$ cat src/rtl/regfile_pkg.sv
// Shared register-file constants and arbiter lock-state type.
// The optional lock feature is enabled with REGFILE_ARB_LOCK_EN.
package regfile_pkg;

  localparam int REG_AW   = 5;
  localparam int REG_DW   = 32;
  localparam int REG_ZERO = 0;

  typedef enum logic {
    ARB_UNLOCKED,
    ARB_LOCKED
  } arb_state_e;

endpackage

$ cat src/rtl/regfile_port_arbiter_if.sv
// Requester-side bundle: per-requester valid/ready transactions
// and the shared read-response bus.
interface regfile_port_arbiter_if
  import regfile_pkg::*;
#(
  parameter int N_REQ = 3,
  parameter int DW    = REG_DW,
  parameter int AW    = REG_AW
) ();

  logic [N_REQ-1:0]    req_valid;
  logic [N_REQ-1:0]    req_write;
  logic [N_REQ*AW-1:0] req_addr;
  logic [N_REQ*DW-1:0] req_wdata;
  logic [N_REQ-1:0]    req_lock;
  logic [N_REQ-1:0]    req_ready;
  logic [N_REQ-1:0]    rsp_valid;
  logic [DW-1:0]       rsp_data;

  modport master (
    output req_valid, req_write, req_addr,
    output req_wdata, req_lock,
    input  req_ready, rsp_valid, rsp_data
  );

  modport slave (
    input  req_valid, req_write, req_addr,
    input  req_wdata, req_lock,
    output req_ready, rsp_valid, rsp_data
  );

endinterface

$ cat src/rtl/rr_arbiter.sv
// Combinational round-robin arbiter: search starts at ptr and
// wraps; first active request wins.
module rr_arbiter #(
  parameter int N  = 3,
  parameter int PW = (N > 1) ? $clog2(N) : 1
) (
  input  logic [N-1:0]  req,
  input  logic [PW-1:0] ptr,
  output logic [N-1:0]  gnt,
  output logic [PW-1:0] gnt_idx
);

  always_comb begin
    int idx;
    logic found;
    gnt     = '0;
    gnt_idx = '0;
    found   = 1'b0;
    idx     = 0;
    for (int k = 0; k < N; k++) begin
      idx = (int'(ptr) + k) % N;
      if (!found && req[idx]) begin
        found    = 1'b1;
        gnt[idx] = 1'b1;
        gnt_idx  = PW'(idx);
      end
    end
  end

endmodule

$ cat src/rtl/regfile_port_arbiter.sv
// Round-robin sharing of the register file write and system-bus read
// ports; optional grant locking under REGFILE_ARB_LOCK_EN.
module regfile_port_arbiter
  import regfile_pkg::*;
#(
  parameter int N_REQ = 3,
  parameter int DW    = REG_DW,
  parameter int AW    = REG_AW
) (
  input  logic                 clk,
  input  logic                 rst_n,
  regfile_port_arbiter_if.slave bus,
  output logic [AW-1:0]        rf_select_write,
  output logic [DW-1:0]        rf_wdata,
  output logic [AW-1:0]        rf_select_sbus,
  input  logic [DW-1:0]        rf_rdata
);

  localparam int PW = (N_REQ > 1) ? $clog2(N_REQ) : 1;

  logic [PW-1:0]    rr_ptr;
  logic [PW-1:0]    ptr_nx;
  logic [PW-1:0]    gnt_idx;
  logic [N_REQ-1:0] req_mask;
  logic [N_REQ-1:0] gnt;
  logic [N_REQ-1:0] rd_pend;
  logic             xfer;
  logic             w_write;
  logic             rd_zero;
  logic [AW-1:0]    w_addr;
  logic [DW-1:0]    w_data;

  rr_arbiter #(.N(N_REQ)) u_rr (
    .req     (req_mask),
    .ptr     (rr_ptr),
    .gnt     (gnt),
    .gnt_idx (gnt_idx)
  );

  assign bus.req_ready = rst_n ? gnt : '0;
  assign xfer    = rst_n & (|gnt);
  assign w_write = bus.req_write[gnt_idx];
  assign w_addr  = bus.req_addr[int'(gnt_idx)*AW +: AW];
  assign w_data  = bus.req_wdata[int'(gnt_idx)*DW +: DW];
  assign ptr_nx  = (gnt_idx == PW'(N_REQ-1)) ? '0 : gnt_idx + 1'b1;

`ifdef REGFILE_ARB_LOCK_EN
  arb_state_e    state;
  arb_state_e    state_nx;
  logic [PW-1:0] lock_owner;
  logic [PW-1:0] owner_nx;

  assign req_mask = (state == ARB_LOCKED)
                  ? bus.req_valid & (N_REQ'(1) << lock_owner)
                  : bus.req_valid;

  always_ff @(posedge clk or negedge rst_n) begin
    if (!rst_n) begin
      state      <= ARB_UNLOCKED;
      lock_owner <= '0;
    end else begin
      state      <= state_nx;
      lock_owner <= owner_nx;
    end
  end

  always_comb begin
    state_nx = state;
    owner_nx = lock_owner;
    unique case (state)
      ARB_UNLOCKED:
        if (xfer && bus.req_lock[gnt_idx]) begin
          state_nx = ARB_LOCKED;
          owner_nx = gnt_idx;
        end
      ARB_LOCKED:
        if (xfer && !bus.req_lock[gnt_idx])
          state_nx = ARB_UNLOCKED;
    endcase
  end
`else
  logic lock_unused;
  assign req_mask    = bus.req_valid;
  assign lock_unused = ^bus.req_lock;
`endif

  // select_write must drop to 0 on idle cycles: the file writes while nonzero
  always_ff @(posedge clk or negedge rst_n) begin
    if (!rst_n) begin
      rr_ptr          <= '0;
      rf_select_write <= '0;
      rf_wdata        <= '0;
      rf_select_sbus  <= '0;
      rd_pend         <= '0;
      rd_zero         <= 1'b0;
      bus.rsp_valid   <= '0;
      bus.rsp_data    <= '0;
    end else begin
      if (xfer)
        rr_ptr <= ptr_nx;
      rf_select_write <= (xfer && w_write) ? w_addr : '0;
      if (xfer && w_write)
        rf_wdata <= w_data;
      if (xfer && !w_write) begin
        rf_select_sbus <= w_addr;
        rd_zero        <= (w_addr == AW'(REG_ZERO));
      end
      rd_pend       <= (xfer && !w_write) ? gnt : '0;
      bus.rsp_valid <= rd_pend;
      if (|rd_pend)
        bus.rsp_data <= rd_zero ? '0 : rf_rdata;
    end
  end

endmodule

$ cat src/flat_wrapper.sv
// flat-port wrapper written by rule: the top's interface ports become plain ports
module regfile_port_arbiter_flat import regfile_pkg::*;
#(
  parameter int N_REQ = 3,
  parameter int DW    = REG_DW,
  parameter int AW    = REG_AW
)
  (clk, rst_n, rf_select_write, rf_wdata, rf_select_sbus, rf_rdata, bus_req_valid, bus_req_write, bus_req_addr, bus_req_wdata, bus_req_lock, bus_req_ready, bus_rsp_valid, bus_rsp_data);
  regfile_port_arbiter_if #(.N_REQ(N_REQ), .DW(DW), .AW(AW)) bus_i ();
  input  logic clk;
  input  logic rst_n;
  output logic [AW-1:0] rf_select_write;
  output logic [DW-1:0] rf_wdata;
  output logic [AW-1:0] rf_select_sbus;
  input  logic [DW-1:0] rf_rdata;
  input wire logic [$bits(bus_i.req_valid)-1:0] bus_req_valid;
  input wire logic [$bits(bus_i.req_write)-1:0] bus_req_write;
  input wire logic [$bits(bus_i.req_addr)-1:0] bus_req_addr;
  input wire logic [$bits(bus_i.req_wdata)-1:0] bus_req_wdata;
  input wire logic [$bits(bus_i.req_lock)-1:0] bus_req_lock;
  output wire logic [$bits(bus_i.req_ready)-1:0] bus_req_ready;
  output wire logic [$bits(bus_i.rsp_valid)-1:0] bus_rsp_valid;
  output wire logic [$bits(bus_i.rsp_data)-1:0] bus_rsp_data;
  assign bus_i.req_valid = bus_req_valid;
  assign bus_i.req_write = bus_req_write;
  assign bus_i.req_addr = bus_req_addr;
  assign bus_i.req_wdata = bus_req_wdata;
  assign bus_i.req_lock = bus_req_lock;
  assign bus_req_ready = bus_i.req_ready;
  assign bus_rsp_valid = bus_i.rsp_valid;
  assign bus_rsp_data = bus_i.rsp_data;
  regfile_port_arbiter #(.N_REQ(N_REQ), .DW(DW), .AW(AW)) u_core (.clk(clk), .rst_n(rst_n), .bus(bus_i), .rf_select_write(rf_select_write), .rf_wdata(rf_wdata), .rf_select_sbus(rf_select_sbus), .rf_rdata(rf_rdata));
endmodule
$ cat config.mk
export PLATFORM = sky130hd
export DESIGN_NAME = regfile_port_arbiter_flat
export DESIGN_NICKNAME = d
export VERILOG_FILES = /design/src/rtl/regfile_pkg.sv /design/src/rtl/regfile_port_arbiter_if.sv /design/src/rtl/rr_arbiter.sv /design/src/rtl/regfile_port_arbiter.sv /design/src/flat_wrapper.sv
export SDC_FILE = /design/constraint.sdc
export NUM_CORES = 1
export LEC_CHECK = 0
export CAP_MARGIN = 20
export CORE_ASPECT_RATIO = 1.4
export CORE_UTILIZATION = 39
export DETAILED_ROUTE_END_ITERATION = 10
export GPL_ROUTABILITY_DRIVEN = 0
export PLACE_DENSITY = 0.81
export REMOVE_ABC_BUFFERS = 1
export SYNTH_ARGS = -nofsm -noshare
export SYNTH_HDL_FRONTEND = slang
export SYNTH_SLANG_ARGS = --single-unit
export TNS_END_PERCENT = 50
$ cat constraint.sdc
create_clock -name clk -period 3.45 [get_ports clk]
set_clock_uncertainty 0.1 [all_clocks]
set_input_delay 0.345 -clock clk [delete_from_list [all_inputs] [get_ports clk]]
set_output_delay 0.345 -clock clk [all_outputs]
set_load 0.01 [all_outputs]
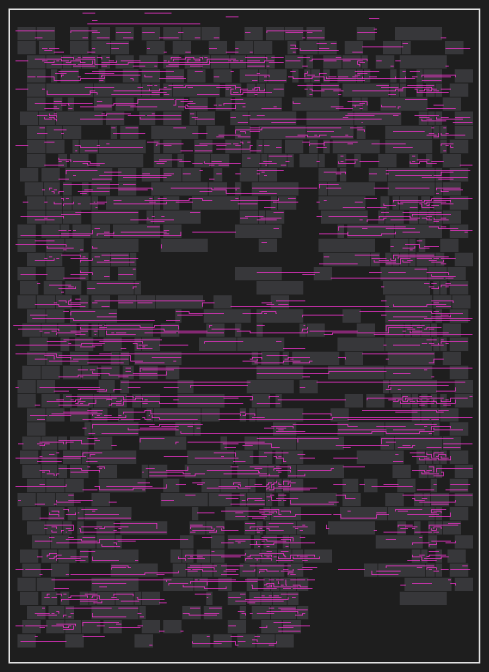
**Above:** met1 routing.
Cells faint in the background.
The layer carries 4,850 um of wire. The wires run mostly horizontal. The longest straight run is 63.9 um.

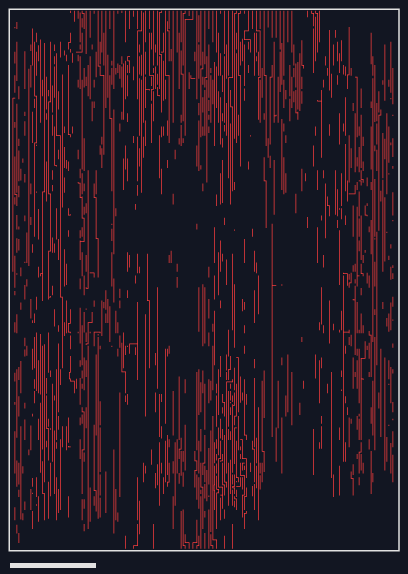
**Above:** M2 wires.
Bar = 20 um.
The layer carries 6,210 um of wire. The layer holds 51% of the routed length. The longest straight run is 61.2 um.

==> flow_summary.toml <==
# generated from flow reports
[outcome]
status = "finished, final reports clean"

[pwr]
pg_seq_mw = 1.69
pg_comb_mw = 3.88
p_comb_frac = 0.582
maxPowerGroup = "combinational cells"

[sta]
setup_ws_ns = 0.112
worst_slew_pin_slew_ns = 1.00
fmax_mhz = 300

[floorplanning]
ios = 234
core_area_mm2 = 0.0105

[detailed_routing]
avgRoutedWirePerCell_um = 15.4
wl_met2_um = 6210
viasPerCell = 5.07

[finish]
n_fill_cell = 845

[synthesis]
ys_seq_share = 0.488
ys_async_sr_fraction = 1.00
xor_share = 0

[global_route]
use_met1 = 0.255
busiest_layer = "met2"

[setup_path]
r2r_end = "u_core.rf_select_sbus[2]"

[place]
dp.cells = 780
==> Yosys cell counts (all sizes together) (3+ instances only) <==
| library cell | count |
|---|---|
| a22o | 36 |
| mux2i | 42 |
| o21ai | 36 |
| nand2b | 4 |
| inv | 44 |
| buf | 15 |
| a21oi | 37 |
| clkbuf | 12 |
| nor2b | 4 |
| mux2 | 3 |
| ha | 4 |
| dfrtp | 83 |
| nand2 | 67 |
| a211oi | 5 |
| nor2 | 14 |
==> metrics by stage <==
stage	total power, mW	instance area [um2]	utilization	TNS, ns	hold WS (ns)
after global routing	7.13	7010	0.667	0	0.307
final	6.66	7010	0.667	0	0.298
after CTS	6.70	7000	0.665	0	0.302
after detailed placement	5.58	6630	0.630	0	0.103
after floorplan	3.82	4050	-	-31.10	-0.0506
after global placement	5.44	6630	0.630	0	0.0971
==> worst min path at each step <==
| stage | start | end | slack [ns] | depth (start not counted) |
|---|---|---|---|---|
| finish | u_core.rd_pend[1] | u_core.bus.rsp_valid[1] | 0.30 | 0 |
| detailed placement | rst_n | u_core.rd_pend[0] | 0.10 | 1 |
| global placement | rst_n | u_core.rd_pend[1] | 0.1 | 1 |
| floorplan | rst_n | u_core.bus.rsp_data[0] | -0.05 | 0 |
| global route | u_core.rd_pend[1] | u_core.bus.rsp_valid[1] | 0.31 | 0 |
| CTS | u_core.rd_pend[1] | u_core.bus.rsp_valid[1] | 0.30 | 0 |
==> critical path, cell delays in order, from the launching register on <==
cell	delay, ns
dfrtp_1	0.38
inv_1	0.10
ha_1	0.50
nand4bb_1	0.20
o211ai_1	0.14
a311oi_1	0.49
o22ai_1	0.25
o21bai_1	0.83
mux2i_1	0.28
Power figures rest on the tool's default switching activity, not on a simulated workload.
